### src/rtl/imem_loader_pkg.sv
// Shared types and constants for the boot-time instruction-memory loader.
// Holds the loader state encoding and frame-format widths.
package imem_loader_pkg;

  typedef enum logic [2:0] {
    IDLE,
    HDR_HI,
    HDR_LO,
    PAYLOAD,
    CHECK,
    RUN,
    ERR
  } state_t;

  localparam int HDR_LEN = 2;
  localparam int CSUM_W  = 8;
  localparam int WORD_W  = 32;
  localparam int NCNT_W  = CSUM_W * HDR_LEN;

  // States in which a frame is being received and bytes are accepted.
  function automatic logic in_load(input state_t s);
    return (s == HDR_HI) || (s == HDR_LO) || (s == PAYLOAD) || (s == CHECK);
  endfunction

endpackage

### src/rtl/imem_loader_if.sv
// Byte-stream input and instruction-memory write port of the loader.
// master = loader side, slave = host link / memory side.
interface imem_loader_if;
  import imem_loader_pkg::*;

  logic              byte_valid;
  logic [CSUM_W-1:0] byte_data;
  logic              byte_ready;
  logic              imem_we;
  logic [WORD_W-1:0] imem_addr;
  logic [WORD_W-1:0] imem_wdata;

  modport master (
    input  byte_valid, byte_data,
    output byte_ready, imem_we, imem_addr, imem_wdata
  );

  modport slave (
    output byte_valid, byte_data,
    input  byte_ready, imem_we, imem_addr, imem_wdata
  );

endinterface

### src/rtl/imem_loader_word_packer.sv
// Packs accepted bytes MSB-first into 32-bit words; word_valid pulses one cycle
// after the 4th byte of a word. No backpressure: consumes whatever byte_en presents.
module imem_loader_word_packer
  import imem_loader_pkg::*;
(
  input  logic              clk,
  input  logic              reset,
  input  logic              clear,
  input  logic              byte_en,
  input  logic [CSUM_W-1:0] byte_data,
  output logic              word_valid,
  output logic [WORD_W-1:0] word_data
);

  logic [1:0] lane;

  always_ff @(posedge clk) begin
    if (!reset) begin
      lane       <= 2'd0;
      word_data  <= '0;
      word_valid <= 1'b0;
    end else begin
      word_valid <= 1'b0;
      if (clear) begin
        lane <= 2'd0;
      end else if (byte_en) begin
        word_data  <= {word_data[WORD_W-CSUM_W-1:0], byte_data};
        lane       <= lane + 2'd1;
        word_valid <= (lane == 2'd3);
      end
    end
  end

endmodule

### src/rtl/imem_loader.sv
// Receives a framed, XOR-checksummed byte image and writes it into instruction memory,
// holding the CPU in reset until verified. byte_ready is a registered state decode.
module imem_loader
  import imem_loader_pkg::*;
#(
  parameter int unsigned       ADDR_WIDTH = 8,
  parameter logic [WORD_W-1:0] BASE_ADDR  = 32'h0000_0000
) (
  input  logic              clk,
  input  logic              reset,
  input  logic              start,
  imem_loader_if.master     bus,
  output logic              cpu_reset,
  output logic              busy,
  output logic              done,
  output logic              error,
  output logic [NCNT_W-1:0] word_count
);

  state_t              state;
  state_t              state_nxt;
  logic                byte_ready;
  logic                fire;
  logic                enter_hdr;
  logic                too_big;
  logic [CSUM_W-1:0]   csum;
  logic [CSUM_W-1:0]   n_hi;
  logic [NCNT_W-1:0]   n_rx;
  logic [NCNT_W+1:0]   rem;
  logic [ADDR_WIDTH:0] index;
  logic                word_valid;
  logic [WORD_W-1:0]   word_data;

  assign bus.byte_ready = byte_ready;
  assign fire           = bus.byte_valid && byte_ready;
  assign n_rx           = {n_hi, bus.byte_data};
  assign too_big        = (32'(n_rx) > (32'd1 << ADDR_WIDTH));
  assign enter_hdr      = (state_nxt == HDR_HI) && (state != HDR_HI);

  always_comb begin
    state_nxt = state;
    case (state)
      IDLE, RUN, ERR: if (start) state_nxt = HDR_HI;
      HDR_HI:         if (fire)  state_nxt = HDR_LO;
      HDR_LO: begin
        if (fire) begin
          if (too_big)           state_nxt = ERR;
          else if (n_rx == '0)   state_nxt = CHECK;
          else                   state_nxt = PAYLOAD;
        end
      end
      PAYLOAD: if (fire && (rem == (NCNT_W+2)'(1))) state_nxt = CHECK;
      CHECK:   if (fire) state_nxt = (bus.byte_data == csum) ? RUN : ERR;
      default: state_nxt = IDLE;
    endcase
  end

  // Outputs are decoded from the next state so they change on the same edge as the state.
  always_ff @(posedge clk) begin
    if (!reset) begin
      state      <= IDLE;
      byte_ready <= 1'b0;
      busy       <= 1'b0;
      cpu_reset  <= 1'b1;
      done       <= 1'b0;
      error      <= 1'b0;
    end else begin
      state      <= state_nxt;
      byte_ready <= in_load(state_nxt);
      busy       <= in_load(state_nxt);
      cpu_reset  <= (state_nxt != RUN);
      done       <= (state_nxt == RUN);
      error      <= (state_nxt == ERR);
    end
  end

  always_ff @(posedge clk) begin
    if (!reset) begin
      csum       <= '0;
      n_hi       <= '0;
      rem        <= '0;
      index      <= '0;
      word_count <= '0;
    end else begin
      if (enter_hdr) begin
        csum  <= '0;
        index <= '0;
      end else begin
        if (fire && (state != CHECK)) csum <= csum ^ bus.byte_data;
        if (word_valid)               index <= index + 1'b1;
      end
      if (fire && (state == HDR_HI)) n_hi <= bus.byte_data;
      if (fire && (state == HDR_LO)) begin
        word_count <= n_rx;
        rem        <= {n_rx, 2'b00};
      end
      if (fire && (state == PAYLOAD)) rem <= rem - 1'b1;
    end
  end

  imem_loader_word_packer u_word_packer (
    .clk        (clk),
    .reset      (reset),
    .clear      (enter_hdr),
    .byte_en    (fire && (state == PAYLOAD)),
    .byte_data  (bus.byte_data),
    .word_valid (word_valid),
    .word_data  (word_data)
  );

  // Address and data are forced to zero outside the write strobe.
  assign bus.imem_we    = word_valid;
  assign bus.imem_wdata = word_valid ? word_data : '0;
  assign bus.imem_addr  = word_valid ? (BASE_ADDR + (32'(index) << 2)) : '0;

endmodule
### src/flat_wrapper.sv
// flat-port wrapper written by rule: the top's interface ports become plain ports
module imem_loader_flat import imem_loader_pkg::*;
#(
  parameter int unsigned       ADDR_WIDTH = 8,
  parameter logic [WORD_W-1:0] BASE_ADDR  = 32'h0000_0000
)
  (clk, reset, start, cpu_reset, busy, done, error, word_count, bus_byte_valid, bus_byte_data, bus_byte_ready, bus_imem_we, bus_imem_addr, bus_imem_wdata);
  imem_loader_if bus_i ();
  input  logic clk;
  input  logic reset;
  input  logic start;
  output logic cpu_reset;
  output logic busy;
  output logic done;
  output logic error;
  output logic [NCNT_W-1:0] word_count;
  input wire logic [$bits(bus_i.byte_valid)-1:0] bus_byte_valid;
  input wire logic [$bits(bus_i.byte_data)-1:0] bus_byte_data;
  output wire logic [$bits(bus_i.byte_ready)-1:0] bus_byte_ready;
  output wire logic [$bits(bus_i.imem_we)-1:0] bus_imem_we;
  output wire logic [$bits(bus_i.imem_addr)-1:0] bus_imem_addr;
  output wire logic [$bits(bus_i.imem_wdata)-1:0] bus_imem_wdata;
  assign bus_i.byte_valid = bus_byte_valid;
  assign bus_i.byte_data = bus_byte_data;
  assign bus_byte_ready = bus_i.byte_ready;
  assign bus_imem_we = bus_i.imem_we;
  assign bus_imem_addr = bus_i.imem_addr;
  assign bus_imem_wdata = bus_i.imem_wdata;
  imem_loader #(.ADDR_WIDTH(ADDR_WIDTH), .BASE_ADDR(BASE_ADDR)) u_core (.clk(clk), .reset(reset), .start(start), .bus(bus_i), .cpu_reset(cpu_reset), .busy(busy), .done(done), .error(error), .word_count(word_count));
endmodule
### config.mk
export PLATFORM = sky130hd
export DESIGN_NAME = imem_loader_flat
export DESIGN_NICKNAME = d
export VERILOG_FILES = /design/src/rtl/imem_loader_pkg.sv /design/src/rtl/imem_loader_if.sv /design/src/rtl/imem_loader_word_packer.sv /design/src/rtl/imem_loader.sv /design/src/flat_wrapper.sv
export SDC_FILE = /design/constraint.sdc
export NUM_CORES = 1
export LEC_CHECK = 0
export ABC_AREA = 0
export CAP_MARGIN = 10
export CORE_MARGIN = 2
export CORE_UTILIZATION = 48
export CTS_BUF_LIST = sky130_fd_sc_hd__clkbuf_2
export DETAILED_ROUTE_END_ITERATION = 8
export GPL_ROUTABILITY_DRIVEN = 0
export PLACE_DENSITY = 0.78
export SLEW_MARGIN = 40
export SYNTH_ARGS = -nofsm -noshare
export SYNTH_HDL_FRONTEND = slang
export SYNTH_SLANG_ARGS = --single-unit
### constraint.sdc
create_clock -name clk -period 2.4 [get_ports clk]
set_input_delay 0.6 -clock clk [delete_from_list [all_inputs] [get_ports clk]]
set_output_delay 0.6 -clock clk [all_outputs]
set_load 0.01 [all_outputs]
Figure 1. Metal 2.
Scale bar: 20 um.
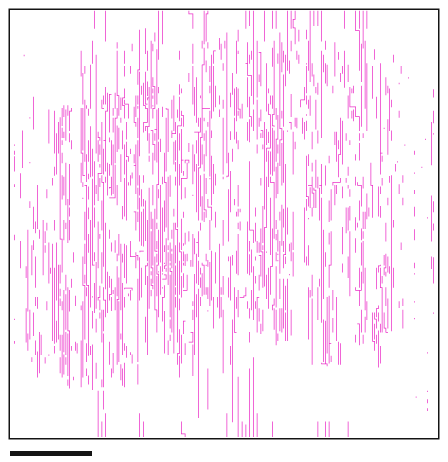
nets with wire on the layer: 582
longest straight run: 37.7 um
main direction: vertical
share of all routed wire: 47%
wire length on this layer: 5,390 um
met2 Use GR: 0.3586
count of vias placed by the detailed router: 4,269
detailed-route wire length: 11,360 um

Figure 2. Nets reached from selected ports.
Scale bar: 20 um.
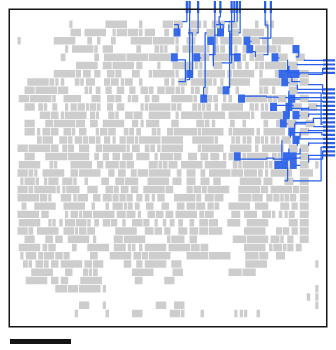
| port | colour | bits | direction | edge | end cells | wire |
|---|---|---|---|---|---|---|
| `bus_imem_wdata` | blue | 32 | output | 21 right, 11 top | 32 | 528 um |
boundary pin count: 98
PortBufs: 74

==> run notes <==
Results of the implementation run.

The run finished with clean final reports. The number of hold buffers added after CTS was 0. The depth of the CTS H-tree is 3.

The netlist uses 53 different library cells. The static leakage is 2.397 nW. The post-route minimum period came out at 2.291 ns.

The maximum clock path buffer count came out at 2. The largest fanout of any net on the critical path is 18. The instance count of the mapped netlist came out at 573.

The uppermost layer routed is met4. The later-pin clock latency in the skew report is 0.59 ns. The part of the Yosys area used for sequential elements is 0.4216. The violation count after the first detailed-route iteration is 193. The number of warnings reported in the stage logs is 27. The number of antenna violations at the first check in global routing came to 0. The endpoint type of the worst setup path is a flop.

The met1 track demand over resource came out at 0.2648. The initial core utilization came out at 0.4929. The cell sitting at the root of the clock tree is a clkbuf_2. The final-layout fill cell count is 903. The largest net degree at the start of global routing came out at 89. Each instance of the synthesized netlist takes up on average 8.370 sq um.

In this run the most critical hold path is launched from u_core.u_word_packer.word_data[4]. The worst setup path is launched from an input port. The count of antenna-violating nets left after detailed routing came out at 0. The global route total overflow came out at 0.

The yosys stat cell total is 573. The max-capacitance violation count came out at 0. The wire length of the first global-routing pass is 18,920 um. The worst-case clock skew is 0.03783 ns. The total placed instance area is 5793 sq um. The area of the chip is 10,810 sq um. The endpoint of the worst hold path is u_core.u_word_packer.word_data[12]. The end-of-flow timing check tallies setup violations at 0.

The via count of the first global-routing pass is 4,022. The area added between synthesis and finish came out at 22.78%. The post-route DRC violation count is 0. The first TritonRoute pass finished after 4 iterations.

Per the final layout report, the fraction of cells sized above drive strength 1 comes to 0.1205. The script logs the ratio of routed vias to standard cells as 5.356. The path class of the tightest hold or removal check is flop to flop. The register bit total from synthesis came out at 101. The pre-CTS setup check shows a worst slack of -0.5691 ns. Setup repair after global routing left no endpoint under its margin. The most frequently placed logic cell in the final layout is nand2_1. For reference, the most critical setup path is categorized as input port to flop. Global routing put the most usage on met2.

For this design, the sink count on the clock tree is 101. TritonCTS built the clock tree. The height of the die came out at 104.0 um. The synthesis log from Yosys contains 0 warnings. The endpoint identified for the worst register-to-register timing path is u_core.csum[0]. The clock-pin slew on the worst setup and hold paths came out at 0.31 ns. The final number of max-transition violations came out at 0. The diode insertion count for antenna repair came out at 0. The timing-limited maximum frequency came out at 436.4 MHz.

The power density normalized to cell area is 475.9 nW/um^2. The met3 wire length is 622 um. At the worst endpoint, the required time is 2.91 ns. The area of all placed cells without fillers is 5888 sq um.

The met3 track demand over resource in global routing came out at 0.03885. The number of buffers created by CTS is 9. The met2 routed wirelength is 5392 um.

The placeable core region came out at 9729 sq um. The average detailed-routed wire length per instance came out at 14.25 um. The wire length on met1 came out at 5103 um.

After detailed placement, the design holds a cell count of 781. The worst-case setup margin in the final layout came out at 0.1085 ns. The largest voltage drop on the vdd net is 0.0003570 V.

The number of hold violations in the final report came out at 0. The width of the die came out at 104.0 um. The global router's overall resource usage is 0.2091. The post-route clock period utilization came out at 0.9548. In the synthesis report, Yosys lists the chip area as 4796 sq um. The summed instance area of the synthesized netlist is 4796 sq um.

The estimated wirelength of the detail-placed design came out at 7957 um. For this run, the post-layout net count is 675. The startpoint of the worst register-to-register path is u_core.rem[12]. The register-to-register path setup slack came out at 0.16 ns. The cell depth of the worst hold path is 2. The most common logic cells in the final layout are nand2_1 (111), dfxtp_1 (100), a21oi_1 (54). The final hold slack is 0.4398 ns. The arrival time of data at the critical path endpoint is 2.80 ns. The report puts the cell count of the worst reg-to-reg path at 6.
Figure 3. Sequential cells grouped by signal name.
Other sequential cells in the stronger grey, the rest of the logic in the fainter grey.
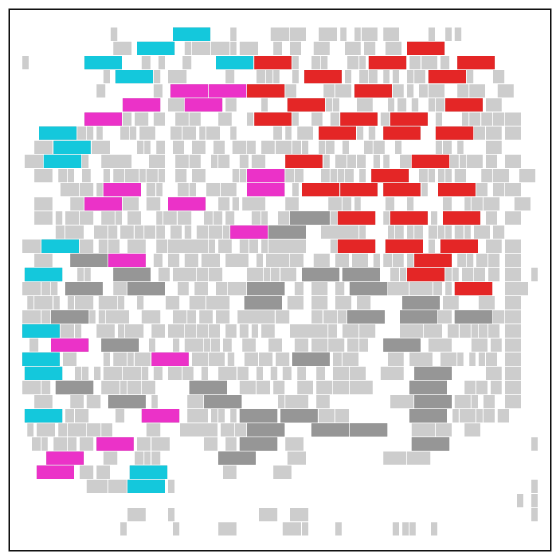
| name in the netlist | colour | placed flops |
|---|---|---|
| `u_core.word_count` | cyan | 16 |
| `u_core.u_word_packer.word_data` | red | 32 |
| `u_core.rem` | magenta | 18 |
core occupancy in the finished layout: 0.6052
power consumed by sequential cells: 1.72 mW
sequential portion of the cell area: 0.3436

Figure 4. Placement view.
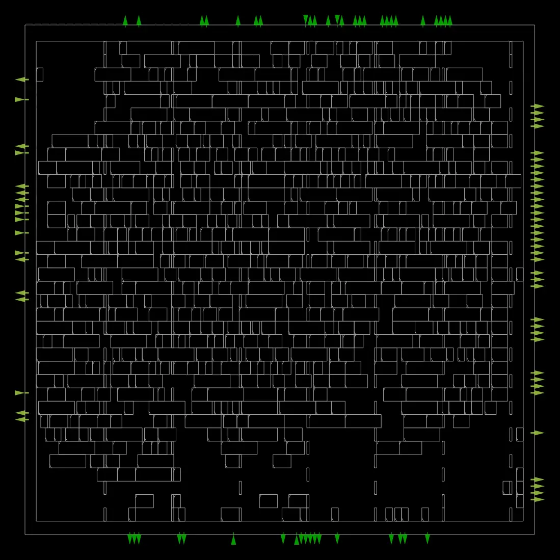
non-filler cells in the finished layout: 797
number of standard-cell rows in the floorplan: 36
registers: 101
Tapcell Cnt: 133

-- synthesized netlist by cell type (all sizes together) --
master	n	share of area
nand2	111	0.087
dfxtp	101	0.42
a21oi	54	0.056
and2	44	0.057
clkbuf	32	0.025
buf	29	0.044
nor2	24	0.019
xor2	20	0.037
a211oi	19	0.043
nand3	17	0.018
mux2i	11	0.023
o21a	11	0.017
a31oi	10	0.013
nor4	9	0.016
or3	9	0.012
or4	7	0.011
inv	6	0.0047
o211ai	6	0.0094
o21ai	6	0.0063
xnor2	6	0.011
and3	5	0.0068
ha	4	0.010
nand4	4	0.0052
nand2b	3	0.0039
nor3	3	0.0042
o311ai	3	0.0055
a221oi	2	0.0037
o311a	2	0.0042
o31ai	2	0.0031
or2	2	0.0031
a21boi	1	0.0016
a41oi	1	0.0018
and3b	1	0.0018
and4	1	0.0018
conb	1	0.00078
maj3	1	0.0021
nand3b	1	0.0016
nor2b	1	0.0013
o2111ai	1	0.0018
o211a	1	0.0021
or3b	1	0.0018
-- layout make-up --
cell class	count	area (sq um)	share of cell area
Timing Repair Buffer	114	1042	0.1770
Inverter	6	22.52	0.003825
Clock inverter	7	68.82	0.01169
Sequential cell	101	2023	0.3436
Clock buffer	9	45.04	0.007650
Tap cell	133	166.4	0.02826
Multi-Input combinational cell	427	2520	0.4280
-- what timing repair did --
item / 4_1_cts / 5_1_grt
setup buffers: 0 / 0
setup endpoints to repair: 42 / 13
resized: 45 / 4
-- report_power, final --
part	internal (mW)	leakage (nW)	switching [mW]
Clock	0.167	0.0707	0.622
Combinational	0.122	1.51	0.171
Sequential	1.70	0.815	0.0187
Total	1.99	2.40	0.812
-- how the worst max path moves through the flow --
stage / startpoint / endpoint / slack, ns / cells after the start
CTS: u_core.u_word_packer.word_valid / bus_imem_we / 0.05 / 2
detailed placement: bus_byte_data[4] / u_core.csum[0] / -0.57 / 7
floorplan: bus_byte_data[4] / u_core.csum[5] / 0.11 / 6
global route: bus_byte_data[4] / u_core.csum[2] / 0.03 / 7
finish: bus_byte_data[4] / u_core.csum[0] / 0.11 / 7
global placement: bus_byte_data[4] / u_core.cpu_reset / -0.48 / 7
-- kinds of logic after synthesis --
family,share of synthesized area
and+or+nand+nor,0.2518
AOI/OAI and AO/OA,0.1688
DFF,0.4216
buffers and inverters,0.07409
xor gates and xnor gates,0.04748
muxes,0.02296
adders and majority gates,0.01252
other,0.0007819
-- per-stage QoR --
step	setup TNS (ns)	total power [mW]
final	0	2.802
after global routing	0	2.916
after CTS	0	2.824
after detailed placement	-13.14	2.037
after global placement	-11.73	2.027
after floorplan	0	1.938
-- sequential cells by signal, summed over array words and instances, names as in the netlist, 2 cells and up --
register / count
u_core.csum: 8
u_core.index: 9
u_core.n_hi: 8
u_core.rem: 18
u_core.state: 3
u_core.u_word_packer.lane: 2
u_core.u_word_packer.word_data: 32
u_core.word_count: 16
-- critical path, cell delays in order --
cell	delay, ns
clkdlybuf4s50_1	0.49
or4_1	0.57
or3_1	0.42
a31oi_2	0.24
nor3_2	0.09
buf_12	0.17
a211oi_1	0.21
Power figures rest on the tool's default switching activity, not on a simulated workload.
